**config.mk**
```make
export PLATFORM = sky130hd
export DESIGN_NAME = rf_port_arbiter
export DESIGN_NICKNAME = d
export VERILOG_FILES = /design/src/rtl/rf_port_arbiter_pkg.sv /design/src/rtl/rf_port_arbiter_decoder.sv /design/src/rtl/rf_port_arbiter.sv
export SDC_FILE = /design/constraint.sdc
export NUM_CORES = 1
export LEC_CHECK = 0
export CAP_MARGIN = 20
export CORE_ASPECT_RATIO = 1.2
export CORE_MARGIN = 3
export CORE_UTILIZATION = 59
export CTS_CLUSTER_DIAMETER = 120
export DETAILED_ROUTE_END_ITERATION = 8
export PLACE_DENSITY = 0.86
export SYNTH_ARGS = -nofsm -noshare
export SYNTH_HDL_FRONTEND = slang
export SYNTH_SLANG_ARGS = --single-unit
```
**constraint.sdc**
```tcl
create_clock -name clk -period 5.4 [get_ports clk]
set_input_delay 1.08 -clock clk [delete_from_list [all_inputs] [get_ports clk]]
set_output_delay 1.08 -clock clk [all_outputs]
set_load 0.1 [all_outputs]
```
**src/rtl/rf_port_arbiter_pkg.sv**
```systemverilog
// Shared constants and types for the register-file write-port arbiter.
// Imported by the arbiter top and its one-hot decoder.
package rf_port_arbiter_pkg;

    localparam int NUM_REQ = 8;
    localparam int IDX_W   = 3;

    typedef enum logic {
        IDLE = 1'b0,
        BUSY = 1'b1
    } arb_state_e;

endpackage

```
**src/rtl/rf_port_arbiter_decoder.sv**
```systemverilog
// 3-to-8 one-hot decoder with enable.
// Drives the per-source write-data mux select.
module Decoder_3_8
    import rf_port_arbiter_pkg::*;
(
    input  logic [IDX_W-1:0]   in_i,
    input  logic               en_i,
    output logic [NUM_REQ-1:0] out_o
);

    always_comb begin
        out_o = '0;
        if (en_i) begin
            out_o[in_i] = 1'b1;
        end
    end

endmodule

```
**src/rtl/rf_port_arbiter.sv**
```systemverilog
// Round-robin owner arbiter for the single register-file write port.
// A grant is held until release, request drop, or the hold limit.
module rf_port_arbiter
    import rf_port_arbiter_pkg::*;
#(
    parameter int MAX_HOLD = 16,
    parameter int HOLD_W   = 8
) (
    input  logic               clk,
    input  logic               rst,
    input  logic [NUM_REQ-1:0] req_i,
    input  logic               release_i,
    output logic               grant_valid_o,
    output logic [IDX_W-1:0]   grant_idx_o,
    output logic [NUM_REQ-1:0] grant_o,
    output logic               timeout_o
);

    arb_state_e        state_q, state_d;
    logic [IDX_W-1:0]  idx_q, idx_d;
    logic [IDX_W-1:0]  ptr_q, ptr_d;
    logic [HOLD_W-1:0] hold_q, hold_d;
    logic              tout_q, tout_d;

    logic end_rel;
    logic end_drop;
    logic end_hold;

    // Lowest offset from the pointer wins, so scan from the far end down.
    function automatic logic [IDX_W-1:0] rr_pick(
        input logic [NUM_REQ-1:0] r,
        input logic [IDX_W-1:0]   p
    );
        logic [IDX_W-1:0] k;
        rr_pick = '0;
        for (int i = NUM_REQ - 1; i >= 0; i--) begin
            k = p + IDX_W'(i);
            if (r[k]) begin
                rr_pick = k;
            end
        end
    endfunction

    always_ff @(posedge clk) begin
        if (rst) begin
            state_q <= IDLE;
            idx_q   <= '0;
            ptr_q   <= '0;
            hold_q  <= '0;
            tout_q  <= 1'b0;
        end else begin
            state_q <= state_d;
            idx_q   <= idx_d;
            ptr_q   <= ptr_d;
            hold_q  <= hold_d;
            tout_q  <= tout_d;
        end
    end

    assign end_rel  = release_i;
    assign end_drop = ~req_i[idx_q];
    assign end_hold = (MAX_HOLD != 0) &&
                      (hold_q == HOLD_W'(MAX_HOLD - 1));

    always_comb begin
        state_d = state_q;
        idx_d   = idx_q;
        ptr_d   = ptr_q;
        hold_d  = hold_q;
        tout_d  = 1'b0;
        unique case (state_q)
            IDLE: begin
                if (|req_i) begin
                    state_d = BUSY;
                    idx_d   = rr_pick(req_i, ptr_q);
                    hold_d  = '0;
                end
            end
            BUSY: begin
                if (end_rel || end_drop || end_hold) begin
                    state_d = IDLE;
                    idx_d   = '0;
                    ptr_d   = idx_q + 1'b1;
                    hold_d  = '0;
                    tout_d  = end_hold && !end_rel && !end_drop;
                end else if (hold_q != '1) begin
                    hold_d = hold_q + 1'b1;
                end
            end
            default: begin
                state_d = IDLE;
            end
        endcase
    end

    always_comb begin
        grant_valid_o = (state_q == BUSY);
        grant_idx_o   = idx_q;
        timeout_o     = tout_q;
    end

    Decoder_3_8 u_dec (
        .in_i  (idx_q),
        .en_i  (state_q == BUSY),
        .out_o (grant_o)
    );

endmodule

```
Fig. 1: run 1, cell outlines without signal wires
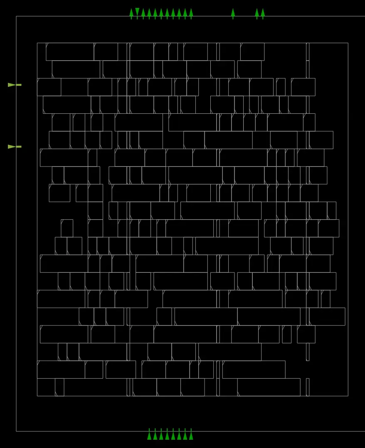
number of cell rows: 20
sequential cell area share: 0.1696
number of well taps: 33

Fig. 2: run 1, clock distribution
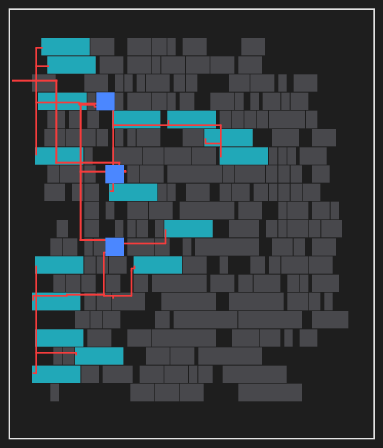
[cyan] flip-flops | count: 16
[red] clock wires | length: 199 um
[blue] clock drivers | count: 3
routed clock nets	4
clock distribution power: 0.0806 mW
clk ins delay skew pair: 0.29 ns
clock share of power: 0.172
Fin Clk Skew: 0.0008760 ns

==> summary.rpt, run 1 <==
=====================================================================================
Hold Crit Endpoint .....................................................    hold_q[7]
Tally of max-capacitance violations ....................................            0
Synth Flop Type ........................................................ sky130_fd_sc_hd__dfxtp_1
Stage-log warning count ................................................           27
Vias in the first global route .........................................        1,595
Final wirelength .......................................................      4219 um
Ratio of total power to cell area ...................................... 248.8 mW/mm2
Clock sink total .......................................................           16
Final routed wire length divided by cell count .........................     17.95 um
Post-CTS sizing ........................................................            0
DRT met1 WL ............................................................      1559 um
Max FO, Critical Path ..................................................           10
Antenna diode count ....................................................            0
Number of storage elements in the synthesis netlist ....................           16
Vertical extent of the die .............................................     63.96 um
Average instance area after synthesis ..................................    8.879 um2
Worst EP required ......................................................      4.32 ns
Most frequent cells after synthesis .................................... 20 x sky130_fd_sc_hd__nor2_1, 16 x sky130_fd_sc_hd__dfxtp_1, 15 x sky130_fd_sc_hd__a21oi_1
Worst-Margin Slew ......................................................    0.9826 ns
CP max stage delay .....................................................      1.14 ns
CTS Hold Bufs ..........................................................            0
Weighted congestion at the end of routability-driven global placement ..       0.8557
Die area ............................................................... 0.003473 mm2
Final hold slack .......................................................    0.5291 ns
TritonRoute pass-1 iters ...............................................            4
Number of DRC violations after detailed routing ........................            0
Flip-flops with a built-in enable ......................................            0
Synth mux share ........................................................       0.3114
Initial antenna violation count ........................................            0
Buffers from clock root to sink, at most ...............................            2
Met1 usage in global routing ...........................................       0.3075
RSZ-0062 raised after global routing ...................................           no
Met3 layer usage reported by global route ..............................      0.03963
Main kind of combinational logic by area ............................... multiplexers
Leading post-synthesis cells by cell area .............................. sky130_fd_sc_hd__dfxtp_1 19%, sky130_fd_sc_hd__mux4_1 11%, sky130_fd_sc_hd__mux2i_1 7.3%
Cell type with the largest total area after synthesis .................. sky130_fd_sc_hd__dfxtp_1
X dimension of the die .................................................     54.30 um
Synthesized area ....................................................... 0.001652 mm2
Core utilization before placement ......................................       0.6346
CP Cell Sequence ....................................................... nand2b_1, nor2_1, clkdlybuf4s50_1
GR Overflow Total ......................................................            0
Number of instances in the synthesized netlist .........................          186
Hold path startpoint ...................................................    hold_q[7]
Sequential-to-total area share from yosys stat .........................       0.1939
Max-slew violation count ...............................................            0
Final setup viols ......................................................            0
Worst Hold Path Cells ..................................................            2
Commonest non-fill, non-tap cells in the layout ........................ 23 x sky130_fd_sc_hd__clkdlybuf4s50_1, 20 x sky130_fd_sc_hd__nor2_1, 16 x sky130_fd_sc_hd__dfxtp_1
Synthesized Nets .......................................................          201
Met2 usage .............................................................       0.4566
Topmost layer with routed signal wires .................................         met4
Final instance count without filler cells ..............................          235
Aggregate global-route resource usage ..................................       0.2652
Pin count of the biggest net entering global routing ...................           16
Yosys warning tally ....................................................            0
Root buf cell .......................................................... sky130_fd_sc_hd__clkbuf_4
Static Leak ............................................................    0.6639 nW
Worst R2R End .......................................................... grant_idx_o[1]
CORE AREA .............................................................. 0.002603 mm2
DR vias/cell ...........................................................        6.804
Maximum vdd ir drop ....................................................    0.1738 mV
Unique masters post-synth ..............................................           49
Worst path slowest cell ................................................ sky130_fd_sc_hd__clkdlybuf4s50_1
Detailed route wirelength on metal3 ....................................       226 um
Endpoint arrival time on the critical path .............................      2.30 ns
Htree depth ............................................................            1
Async SR Flop Fraction .................................................            0
Clk slew on worst S/H paths ............................................      0.09 ns
Top-level I/O count ....................................................           24
Post-CTS Setup Bufs ....................................................            0
Classification of the worst-slack hold path ............................   reg -> reg
Critical path startpoint category ......................................    flip-flop
Routed wire length on met2 .............................................      2338 um
Largest delay contributor family on the critical path .................. buffers and inverters
And-or/or-and share of the synthesized area ............................       0.1530
Critical path buffers and inverters ....................................            1
DPL Wire Length ........................................................      3234 um
Period utilisation layout ..............................................       0.6260
Most used logic cell in the final layout ............................... sky130_fd_sc_hd__clkdlybuf4s50_1
Outcome ................................................................    completed
Setup Crit Path Kind ...................................................   reg -> out
Area of the synthesized netlist per yosys stat ......................... 0.001652 mm2
Dominant cell area share ...............................................       0.1939
Global-route layer with the greatest usage .............................         met2
Total cells reported by yosys after synthesis ..........................          186
Number of CTS-inserted buffers .........................................            3
Launching point of the worst reg2reg path ..............................     ptr_q[0]
Final min period .......................................................     3.380 ns
Most instantiated library cell after synthesis ......................... sky130_fd_sc_hd__nor2_1
Overall via count from detail_route ....................................        1,599
TritonCTS clock tree ...................................................         done
Sort of element at the end of the critical path ........................  output port
Post-layout nets .......................................................          218
Iter 0 DRT Violations ..................................................           85
Wire length of the first global-routing pass ...........................      7079 um
Total negative slack for setup checks ..................................         0 ns
Antenna-violating nets left ............................................            0
Count of port buffers added during placement ...........................           23
Setup slack of the most critical reg-to-reg path .......................      2.27 ns
Proportion of layout cells with a drive suffix above 1 .................      0.08416
Final-report hold violation count ......................................            0
Number of cells on the worst reg-to-reg path ...........................            8
Headroom to the max-slew limit .........................................       0.3429
Achievable clock frequency .............................................    295.8 MHz
Adders+Majority by Area ................................................      0.03030
Total placed cells including tap cells .................................          231
Xor and xnor area share after synthesis ................................      0.02652
Post-synthesis share of cell area spent on and, or, nand and nor gates .       0.2258
=====================================================================================
Fig. 3: run 1, sizing map
The bar under the picture is 20 um long.
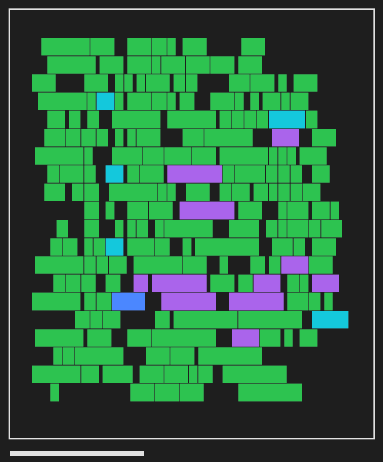
color	size	cells
green	_0 and _1 cells	185
purple	_2 cells	11
blue	_6 and larger	1
cyan	_3 and _4 cells	5
post-route setup slack: 2.020 ns
growth of design area from synthesis to finish: 14.32%
Repair and plain buffers: 23
post-route standard cell area excluding fillers: 0.001888 mm2

run 1: area by class of cell:
| class | count | area, um2 |
|---|---|---|
| Fill cell | 212 | 714.4 |
| Tap cell | 33 | 41.29 |
| Multi-Input combinational cell | 152 | 1234 |
| Sequential cell | 16 | 320.3 |
| Clock buffer | 4 | 36.28 |
| Timing Repair Buffer | 23 | 230.2 |
| Inverter | 7 | 26.28 |
run 1: where the power goes:
group / total, mW / switching (mW) / internal, mW
registers: 0.145 / 0.0209 / 0.124
logic: 0.244 / 0.144 / 0.0999
clock network: 0.0806 / 0.0394 / 0.0411
total: 0.470 / 0.204 / 0.265
run 1: worst max path at each step:
| stage | startpoint | to | slack (ns) | depth (start not counted) |
|---|---|---|---|---|
| floorplan | grant_valid_o | grant_o[1] | 0.96 | 2 |
| global placement | req_i[2] | grant_idx_o[1] | 2.01 | 7 |
| detailed placement | req_i[2] | grant_idx_o[1] | 1.98 | 7 |
| CTS | grant_idx_o[1] | grant_o[2] | 2.04 | 3 |
| global route | grant_idx_o[1] | grant_o[2] | 1.93 | 3 |
| finish | grant_idx_o[1] | grant_o[2] | 2.02 | 3 |
run 1: flip-flops by register name, indices dropped and copies added, names as in the netlist:
signal         cells
ptr_q              3
timeout_o          1
grant_idx_o        3
hold_q             8
grant_valid_o      1
run 1: stage by stage:
stage | power [mW] | cell area (um2) | setup slack [ns] | utilization
final | 0.4697 | 1888 | 2.020 | 0.7255
after global routing | 0.4920 | 1888 | 1.934 | 0.7255
after CTS | 0.4659 | 1888 | 2.037 | 0.7255
after detailed placement | 0.3882 | 1852 | 1.976 | 0.7115
after global placement | 0.3812 | 1852 | 2.014 | 0.7115
after floorplan | 0.3359 | 1652 | 0.9623 | -
==> run 1 -> run 2 <==
Settings changed: CORE_UTILIZATION 59 to 55, PLACE_DENSITY 0.86 to 0.81.
Clock period 5.4 ns to 3.3 ns, I/O delays scaled along.
==> run 2 against run 1 <==
  * Cell area down 0.26%
  * First-iteration DRC count up 46%
  * Die area up 6.5%
  * Combinational power up about 70%
  * Non-clock buffer count up 4
  * Clock power up 27%
  * Largest power group unchanged
==> summary.rpt, run 2 <==
====================================================================================
Outcome ...............................................................    completed   unchanged
Antenna-violating nets left ...........................................            0   unchanged
Number of cell rows ...................................................           21   was 20
Number of instances in the synthesized netlist ........................          186   unchanged
Stage-log warning count ...............................................           28   was 27
Final min period ......................................................     2.683 ns
Proportion of layout cells with a drive suffix above 1 ................       0.1707   was 0.08416
Most instantiated library cell after synthesis ........................ sky130_fd_sc_hd__nor2_1   unchanged
Post-placement cell area .............................................. 0.001861 mm2   was 0.001852 mm2
Total negative slack for setup checks .................................         0 ns   unchanged
Launching point of the worst reg2reg path .............................     ptr_q[1]   was ptr_q[0]
Most used logic cell in the final layout .............................. sky130_fd_sc_hd__nor2_1   was sky130_fd_sc_hd__clkdlybuf4s50_1
Dominant cell area share ..............................................       0.1939   unchanged
Post-route standard cell area excluding fillers ....................... 0.001883 mm2   was 0.001888 mm2
Period utilisation layout .............................................       0.8129
Pin count of the biggest net entering global routing ..................           16   unchanged
Clk ins delay skew pair ...............................................      0.29 ns   about the same
Max reg flops .........................................................            8   unchanged
Initial antenna violation count .......................................            0   unchanged
Classification of the worst-slack hold path ...........................   reg -> reg   unchanged
Post-CTS Setup Bufs ...................................................            0   unchanged
Buffers from clock root to sink, at most ..............................            2   unchanged
Htree depth ...........................................................            1   unchanged
DR vias/cell ..........................................................        6.615   was 6.804
Achievable clock frequency ............................................    372.8 MHz
Top-level I/O count ...................................................           24   unchanged
GR Overflow Total .....................................................            0   unchanged
Max FO, Critical Path .................................................            8   was 10
Commonest non-fill, non-tap cells in the layout ....................... 20 x sky130_fd_sc_hd__nor2_1, 17 x sky130_fd_sc_hd__buf_4, 16 x sky130_fd_sc_hd__dfxtp_1   was 23 x sky130_fd_sc_hd__clkdlybuf4s50_1, 20 x sky130_fd_sc_hd__nor2_1, 16 x sky130_fd_sc_hd__dfxtp_1
Root buf cell ......................................................... sky130_fd_sc_hd__clkbuf_4   unchanged
X dimension of the die ................................................     56.03 um   was 54.30 um
Synth Flop Type ....................................................... sky130_fd_sc_hd__dfxtp_1   unchanged
Iter 0 DRT Violations .................................................          124   was 85
Final hold slack ......................................................    0.5110 ns   was 0.5291 ns
Post-route setup slack ................................................    0.6174 ns   was 2.020 ns
Clk slew on worst S/H paths ...........................................      0.09 ns   about the same
Number of storage elements in the synthesis netlist ...................           16   unchanged
Endpoint arrival time on the critical path ............................      2.87 ns   was 2.30 ns
Multi-input combinational cell area ................................... 0.001244 mm2   was 0.001234 mm2
Vias in the first global route ........................................        1,510   was 1,595
Static Leak ...........................................................    0.7093 nW   was 0.6639 nW
DRT met1 WL ...........................................................      1601 um   was 1559 um
Post-layout utilization of the core ...................................       0.6636   was 0.7255
Sequential-to-total area share from yosys stat ........................       0.1939   unchanged
Final wirelength ......................................................      4004 um   was 4219 um
Average instance area after synthesis .................................    8.879 um2   unchanged
Post-layout nets ......................................................          222   was 218
Unique masters post-synth .............................................           49   unchanged
Worst path slowest cell ............................................... sky130_fd_sc_hd__mux4_1   was sky130_fd_sc_hd__clkdlybuf4s50_1
Tally of max-capacitance violations ...................................            0   unchanged
Antenna diode count ...................................................            0   unchanged
Clock sink total ......................................................           16   unchanged
CTS Hold Bufs .........................................................            0   unchanged
Yosys warning tally ...................................................            0   unchanged
CORE AREA ............................................................. 0.002838 mm2   was 0.002603 mm2
Routed wire length on met2 ............................................      2197 um   was 2338 um
Ratio of total power to cell area ..................................... 393.6 mW/mm2   was 248.8 mW/mm2
Number of CTS-inserted buffers ........................................            3   unchanged
Maximum vdd ir drop ...................................................    0.2356 mV   was 0.1738 mV
Critical path startpoint category .....................................   input port   was flip-flop
Area of the synthesized netlist per yosys stat ........................ 0.001652 mm2   unchanged
Setup slack of the most critical reg-to-reg path ......................      0.78 ns   was 2.27 ns
Sort of element at the end of the critical path .......................    flip-flop   was output port
Most frequent cells after synthesis ................................... 20 x sky130_fd_sc_hd__nor2_1, 16 x sky130_fd_sc_hd__dfxtp_1, 15 x sky130_fd_sc_hd__a21oi_1   unchanged
Post-CTS sizing .......................................................            0   unchanged
Cell type with the largest total area after synthesis ................. sky130_fd_sc_hd__dfxtp_1   unchanged
Hold Crit Endpoint ....................................................    hold_q[3]   was hold_q[7]
CP max stage delay ....................................................      0.67 ns   was 1.14 ns
Total placed cells including tap cells ................................          236   was 231
Worst-Margin Slew .....................................................    0.5184 ns   was 0.9826 ns
DPL Wire Length .......................................................      3087 um   was 3234 um
Weighted congestion at the end of routability-driven global placement .       0.9360   was 0.8557
Total power after layout ..............................................    0.7412 mW   was 0.4697 mW
Headroom to the max-slew limit ........................................       0.6533   was 0.3429
RSZ-0062 raised after global routing ..................................           no   unchanged
Final setup viols .....................................................            0   unchanged
TritonRoute pass-1 iters ..............................................            4   unchanged
CP Cell Sequence ...................................................... clkdlybuf4s50_1, mux4_1, mux2_4, a32oi_1, nor3b_1, nand4bb_1, a221o_1   was nand2b_1, nor2_1, clkdlybuf4s50_1
Register with the most flip-flops .....................................       hold_q   unchanged
Aggregate global-route resource usage .................................       0.2320   was 0.2652
Total cells reported by yosys after synthesis .........................          186   unchanged
Async SR Flop Fraction ................................................            0   unchanged
Max-slew violation count ..............................................            0   unchanged
Synthesized Nets ......................................................          201   unchanged
Growth of design area from synthesis to finish ........................       14.02%   was 14.32%
Die area .............................................................. 0.003699 mm2   was 0.003473 mm2
Core utilization before placement .....................................       0.5820   was 0.6346
Worst EP required .....................................................      3.49 ns   was 4.32 ns
Detailed route wirelength on metal3 ...................................       122 um   was 226 um
Final routed wire length divided by cell count ........................     16.75 um   was 17.95 um
Count of port buffers added during placement ..........................           23   unchanged
TritonCTS clock tree ..................................................         done   unchanged
Critical path buffers and inverters ...................................            1   unchanged
Fill cell instance count of the final layout ..........................          231   was 212
Number of cells on the worst reg-to-reg path ..........................            8   unchanged
Flip-flops with a built-in enable .....................................            0   unchanged
Synthesized area ...................................................... 0.001652 mm2   unchanged
Setup Crit Path Kind ..................................................    in -> reg   was reg -> out
Number of DRC violations after detailed routing .......................            0   unchanged
Worst Hold Path Cells .................................................            2   unchanged
Final-report hold violation count .....................................            0   unchanged
Hold path startpoint ..................................................    hold_q[3]   was hold_q[7]
Final instance count without filler cells .............................          239   was 235
Worst R2R End ......................................................... grant_idx_o[1]   unchanged
Overall via count from detail_route ...................................        1,581   was 1,599
Vertical extent of the die ............................................     66.03 um   was 63.96 um
Leading post-synthesis cells by cell area ............................. sky130_fd_sc_hd__dfxtp_1 19%, sky130_fd_sc_hd__mux4_1 11%, sky130_fd_sc_hd__mux2i_1 7.3%   unchanged
Largest delay contributor family on the critical path ................. multiplexers   was buffers and inverters
Topmost layer with routed signal wires ................................         met4   unchanged
Wire length of the first global-routing pass ..........................      7044 um   was 7079 um
Placement-stage worst setup slack .....................................    0.3536 ns   was 1.976 ns
====================================================================================
[run 2: cell counts after synthesis]
No cell type changed its count.
[run 2: layout make-up]
cell class              instances  area share
multi-input cells             152      0.6605
flip-flops and latches         16      0.1701
repair buffers                 27      0.1209
well taps                      34     0.02259
inverters                       7     0.01395
clock buffers                   3     0.01196
[run 2: cells by family after synthesis]
logic type / after synthesis / synth area share
AOI/OAI and AO/OA: 40 / 0.1530
xor gates and xnor gates: 5 / 0.02651
adders and majority gates: 4 / 0.03030
buffers and inverters: 18 / 0.05909
DFF: 16 / 0.1939
muxes: 32 / 0.3114
and+or+nand+nor: 71 / 0.2258
[run 2: power breakdown]
| group | internal [mW] | switching (mW) |
|---|---|---|
| Combinational | 0.166 | 0.250 |
| Clock | 0.0424 | 0.0596 |
| Sequential | 0.203 | 0.0199 |
[run 2: how the worst max path moves through the flow]
stage / startpoint / to / slack (ns) / cells past startpoint
after global routing: req_i[2] / grant_idx_o[1] / 0.47 / 6
after CTS: req_i[7] / grant_idx_o[1] / 0.66 / 7
after detailed placement: req_i[4] / grant_idx_o[1] / 0.35 / 7
after global placement: req_i[2] / grant_idx_o[1] / 0.40 / 7
after floorplan: grant_idx_o[2] / grant_o[4] / -0.03 / 3
final: req_i[7] / grant_idx_o[1] / 0.62 / 7
[run 2: routing by layer]
metal | vias to the layer above | GRT usage
met3 | 10 | 0.02734
met1 | 780 | 0.2822
li1 | 754 | -
met4 | 0 | 0.06231
met2 | 37 | 0.4298
met5 | - | 0
[run 2: tightest hold or removal path, delay by kind of cell (launching register included)]
family         cells  cell delay (ns)
flip-flops         1             0.33
AND-OR/OR-AND      2             0.14
Fig. 4: run 2, clock distribution
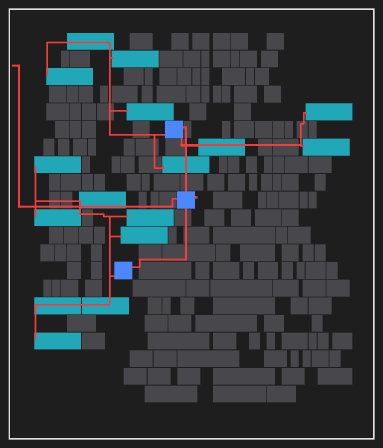
[cyan] flip-flops | count: 16
[blue] clock drivers | count: 3
[red] clock wires | length: 226 um
routed clock nets	4
clock distribution power: 0.102 mW
Fin Clk Skew: 0.01058 ns
clock share of power: 0.138

Fig. 5: run 2, where the registers sit
The bar under the picture is 20 um long. Other sequential cells in the stronger gray, the rest of the logic in the fainter gray.
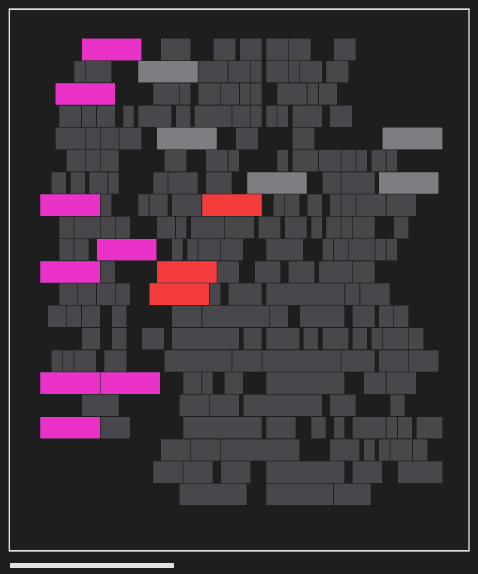
color	name in the netlist	sequential cells
red	ptr_q	3
magenta	hold_q	8
not colored	5
sequential cell area share: 0.1701
sequential standard cell area: 320.3 um2
power consumed by sequential cells: 0.223 mW

==> run 2 -> run 3 <==
Clock period 3.3 ns to 2.6 ns, I/O delays scaled along.
==> run 3 against run 2 <==
  * Utilization up 6.6 points
  * Count of clock-buffer cells in the layout up 1
  * Critical path depth up 1
  * Final cell count up 7.9%
  * Power up 43%
  * Area after synthesis unchanged
  * Critical path type unchanged
  * Largest power group unchanged
  * Via count up 4.9%
  * Worst setup slack worse by 0.47 ns
  * Sequential power up 29%
==> summary.rpt, run 3 <==
=====================================================================================
Period utilisation layout ..............................................       0.9442
Max-slew violation count ...............................................            0   unchanged
Total cells reported by yosys after synthesis ..........................          186   unchanged
Synthesized Nets .......................................................          201   unchanged
Cell type with the largest total area after synthesis .................. sky130_fd_sc_hd__dfxtp_1   unchanged
Maximum vdd ir drop ....................................................    0.3703 mV   was 0.2356 mV
Post-synthesis share of cell area spent on and, or, nand and nor gates .       0.2258   unchanged
Endpoint arrival time on the critical path .............................      2.71 ns   was 2.87 ns
Worst path slowest cell ................................................ sky130_fd_sc_hd__mux4_1   unchanged
TritonRoute pass-1 iters ...............................................            5   was 4
Overall via count from detail_route ....................................        1,659   was 1,581
Aggregate global-route resource usage ..................................       0.2544   was 0.2320
Most instantiated library cell after synthesis ......................... sky130_fd_sc_hd__nor2_1   unchanged
Growth of design area from synthesis to finish .........................       25.30%   was 14.02%
Count of port buffers added during placement ...........................           23   unchanged
Headroom to the max-slew limit .........................................       0.7004   was 0.6533
Worst-Margin Slew ......................................................    0.4488 ns   was 0.5184 ns
Sort of element at the end of the critical path ........................    flip-flop   unchanged
Clk slew on worst S/H paths ............................................      0.11 ns   was 0.09 ns
Main kind of combinational logic by area ............................... multiplexers   unchanged
Most used logic cell in the final layout ............................... sky130_fd_sc_hd__buf_4   was sky130_fd_sc_hd__nor2_1
Sequential-to-total area share from yosys stat .........................       0.1939   unchanged
Antenna diode count ....................................................            0   unchanged
Setup slack of the most critical reg-to-reg path .......................      0.24 ns   was 0.78 ns
Largest delay contributor family on the critical path .................. multiplexers   unchanged
Register with the most flip-flops ......................................       hold_q   unchanged
Post-CTS Setup Bufs ....................................................            0   unchanged
Worst Hold Path Cells ..................................................            2   unchanged
CORE AREA .............................................................. 0.002838 mm2   unchanged
Critical path buffers and inverters ....................................            2   was 1
Classification of the worst-slack hold path ............................   reg -> reg   unchanged
Yosys warning tally ....................................................            0   unchanged
Number of DRC violations after detailed routing ........................            0   unchanged
Async SR Flop Fraction .................................................            0   unchanged
Core utilization before placement ......................................       0.5820   unchanged
Launching point of the worst reg2reg path ..............................     ptr_q[1]   unchanged
RSZ-0062 raised after global routing ...................................           no   unchanged
Worst EP required ......................................................      2.86 ns   was 3.49 ns
Final hold slack .......................................................    0.5149 ns   was 0.5110 ns
Post-layout nets .......................................................          240   was 222
Pin count of the biggest net entering global routing ...................           14   was 16
DPL Wire Length ........................................................      3505 um   was 3087 um
Setup Crit Path Kind ...................................................    in -> reg   unchanged
Unique masters post-synth ..............................................           49   unchanged
Fill cell instance count of the final layout ...........................          227   was 231
Final min period .......................................................     2.455 ns
Commonest non-fill, non-tap cells in the layout ........................ 35 x sky130_fd_sc_hd__buf_4, 15 x sky130_fd_sc_hd__a21oi_1, 14 x sky130_fd_sc_hd__nor2_1, 14 x sky130_fd_sc_hd__dfxtp_1, 12 x sky130_fd_sc_hd__mux2i_1   was 20 x sky130_fd_sc_hd__nor2_1, 17 x sky130_fd_sc_hd__buf_4, 16 x sky130_fd_sc_hd__dfxtp_1
Average instance area after synthesis ..................................    8.879 um2   unchanged
Number of CTS-inserted buffers .........................................            3   unchanged
Buffers from clock root to sink, at most ...............................            2   unchanged
Number of cell rows ....................................................           21   unchanged
CP max stage delay .....................................................      0.58 ns   was 0.67 ns
Crit path depth ........................................................            8   was 7
Adders+Majority by Area ................................................      0.03030   unchanged
Vias in the first global route .........................................        1,584   was 1,510
CP Cell Sequence ....................................................... clkdlybuf4s50_1, mux4_1, buf_4, mux2i_1, a32oi_1, nor3b_1, nand4bb_1, a221o_1   was clkdlybuf4s50_1, mux4_1, mux2_4, a32oi_1, nor3b_1, nand4bb_1, a221o_1
Hold path startpoint ...................................................    hold_q[3]   unchanged
Number of instances in the synthesized netlist .........................          186   unchanged
Total placed cells including tap cells .................................          254   was 236
Root buf cell .......................................................... sky130_fd_sc_hd__clkbuf_4   unchanged
Antenna-violating nets left ............................................            0   unchanged
Tally of max-capacitance violations ....................................            0   unchanged
Hold Crit Endpoint .....................................................    hold_q[3]   unchanged
Xor and xnor area share after synthesis ................................      0.02652   unchanged
Final wirelength .......................................................      4457 um   was 4004 um
Final-report hold violation count ......................................            0   unchanged
Stage-log warning count ................................................           28   unchanged
Vertical extent of the die .............................................     66.03 um   unchanged
Wire length of the first global-routing pass ...........................      7514 um   was 7044 um
Final routed wire length divided by cell count .........................     17.28 um   was 16.75 um
Final instance count without filler cells ..............................          258   was 239
Weighted congestion at the end of routability-driven global placement ..       0.8720   was 0.9360
Ratio of total power to cell area ...................................... 513.9 mW/mm2   was 393.6 mW/mm2
Max FO, Critical Path ..................................................            7   was 8
Achievable clock frequency .............................................    407.3 MHz
Synthesized area ....................................................... 0.001652 mm2   unchanged
Final setup viols ......................................................            0   unchanged
Top-level I/O count ....................................................           24   unchanged
Initial antenna violation count ........................................            0   unchanged
And-or/or-and share of the synthesized area ............................       0.1530   unchanged
X dimension of the die .................................................     56.03 um   unchanged
Dominant cell area share ...............................................       0.1939   unchanged
Leading post-synthesis cells by cell area .............................. sky130_fd_sc_hd__dfxtp_1 19%, sky130_fd_sc_hd__mux4_1 11%, sky130_fd_sc_hd__mux2i_1 7.3%   unchanged
TritonCTS clock tree ...................................................         done   unchanged
Worst R2R End .......................................................... grant_idx_o[2]   was grant_idx_o[1]
Synth mux share ........................................................       0.3114   unchanged
Synth Flop Type ........................................................ sky130_fd_sc_hd__dfxtp_1   unchanged
Iter 0 DRT Violations ..................................................          105   was 124
Htree depth ............................................................            1   unchanged
GR Overflow Total ......................................................            0   unchanged
Die area ............................................................... 0.003699 mm2   unchanged
Static Leak ............................................................    0.7938 nW   was 0.7093 nW
Proportion of layout cells with a drive suffix above 1 .................       0.2813   was 0.1707
Clock sink total .......................................................           16   unchanged
Launch point of the worst path .........................................     req_i[7]   unchanged
Most frequent cells after synthesis .................................... 20 x sky130_fd_sc_hd__nor2_1, 16 x sky130_fd_sc_hd__dfxtp_1, 15 x sky130_fd_sc_hd__a21oi_1   unchanged
Critical path startpoint category ......................................   input port   unchanged
Area of the synthesized netlist per yosys stat ......................... 0.001652 mm2   unchanged
Total power after layout ...............................................     1.064 mW   was 0.7412 mW
Flip-flops with a built-in enable ......................................            0   unchanged
Number of storage elements in the synthesis netlist ....................           16   unchanged
Number of cells on the worst reg-to-reg path ...........................            8   unchanged
DR vias/cell ...........................................................        6.430   was 6.615
Capturing element of the worst setup path .............................. grant_idx_o[1]   unchanged
Outcome ................................................................    completed   unchanged
Max reg flops ..........................................................            8   unchanged
=====================================================================================
-- run 3: where the power goes --
group	switching (mW)	leakage [nW]	internal [mW]
Clock	0.0920	0.0210	0.0856
Combinational	0.340	0.642	0.258
Sequential	0.0292	0.130	0.259
Total	0.461	0.794	0.602
-- run 3: per-stage QoR --
step | setup WS (ns) | setup TNS (ns) | instance area [um2] | utilization
after global placement | -0.1064 | -0.3772 | 2031 | 0.7156
final | 0.1450 | 0 | 2069 | 0.7293
after detailed placement | -0.1607 | -0.8030 | 2031 | 0.7156
after global routing | 0.01289 | 0 | 2069 | 0.7293
after floorplan | -0.2600 | -1.356 | 1698 | -
after CTS | 0.1635 | 0 | 2067 | 0.7284
-- run 3: per-layer routing --
layer  global-route usage  vias to the layer above  routed length [um]
met3              0.03516                       19                 123
met4               0.1246                        0                 156
met5                    0                        -                   0
met1               0.2935                      809                1774
li1                     -                      794                   -
met2               0.4591                       37                2402
-- run 3: layout make-up --
cell class                 count  area [um2]  area share
timing repair buffer          45       362.8      0.1753
inverter                       7       26.28     0.01270
tap                           34       42.54     0.02056
multi-input combinational    152        1279      0.6179
clock buffer                   4       36.28     0.01753
sequential                    16       322.8      0.1560
-- run 3: worst min-delay path, cell delays in order (launching register included) --
cell and delay [ns]:
sky130_fd_sc_hd__dfxtp_1 0.34, sky130_fd_sc_hd__o21ai_0 0.07, sky130_fd_sc_hd__a21oi_1 0.06
-- run 3: cells by family after synthesis --
kind of cell,Yosys count
AOI/OAI and AO/OA,40
and+or+nand+nor,71
xor gates and xnor gates,5
adders and majority gates,4
buffers and inverters,18
DFF,16
muxes,32
-- run 3: timing repair --
action | in CTS | in global routing
hold buffers | 0 | 0
setup endpoints to repair | 0 | 1
resized | 0 | 1
Fig. 6: run 3, cell outlines without signal wires
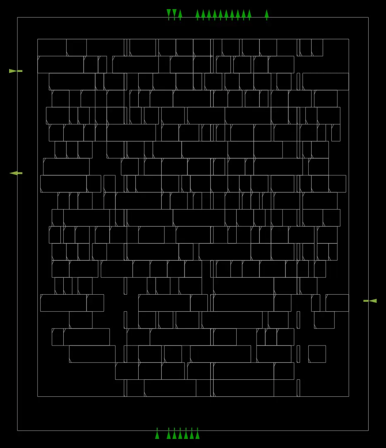
post-layout utilization of the core: 0.7293
number of well taps: 34

Fig. 7: run 3, clock distribution
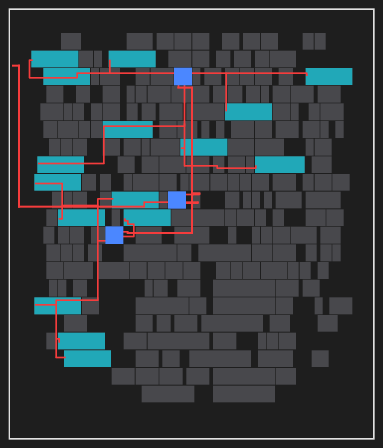
[blue] clock drivers | count: 3
[red] clock wires | length: 271 um
[cyan] flip-flops | count: 16
routed clock nets	4
clock distribution power: 0.178 mW
clk ins delay skew pair: 0.31 ns
clock share of power: 0.167
Fin Clk Skew: 0.01524 ns


==> screenshots <==
Routed metal per tile.
11 x 13 tiles, from dark blue (low) to red (high), scaled to the fullest tile. Values are wire area over tile area, all layers added.
panel A
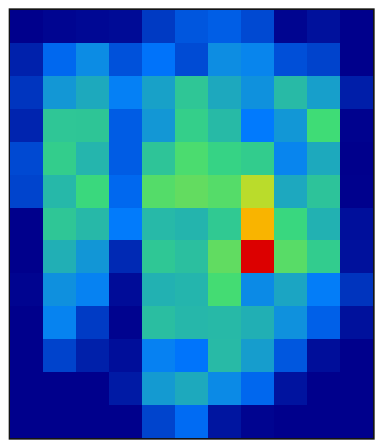
panel B
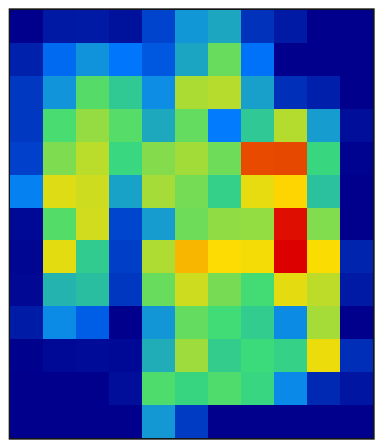
panel C
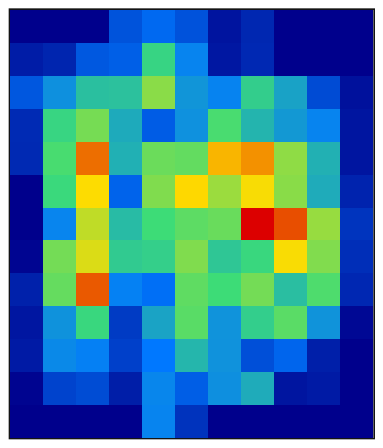
- run 2 = panel B
- run 1 = panel C
- run 3 = panel A

Power figures rest on the tool's default switching activity, not on a simulated workload.
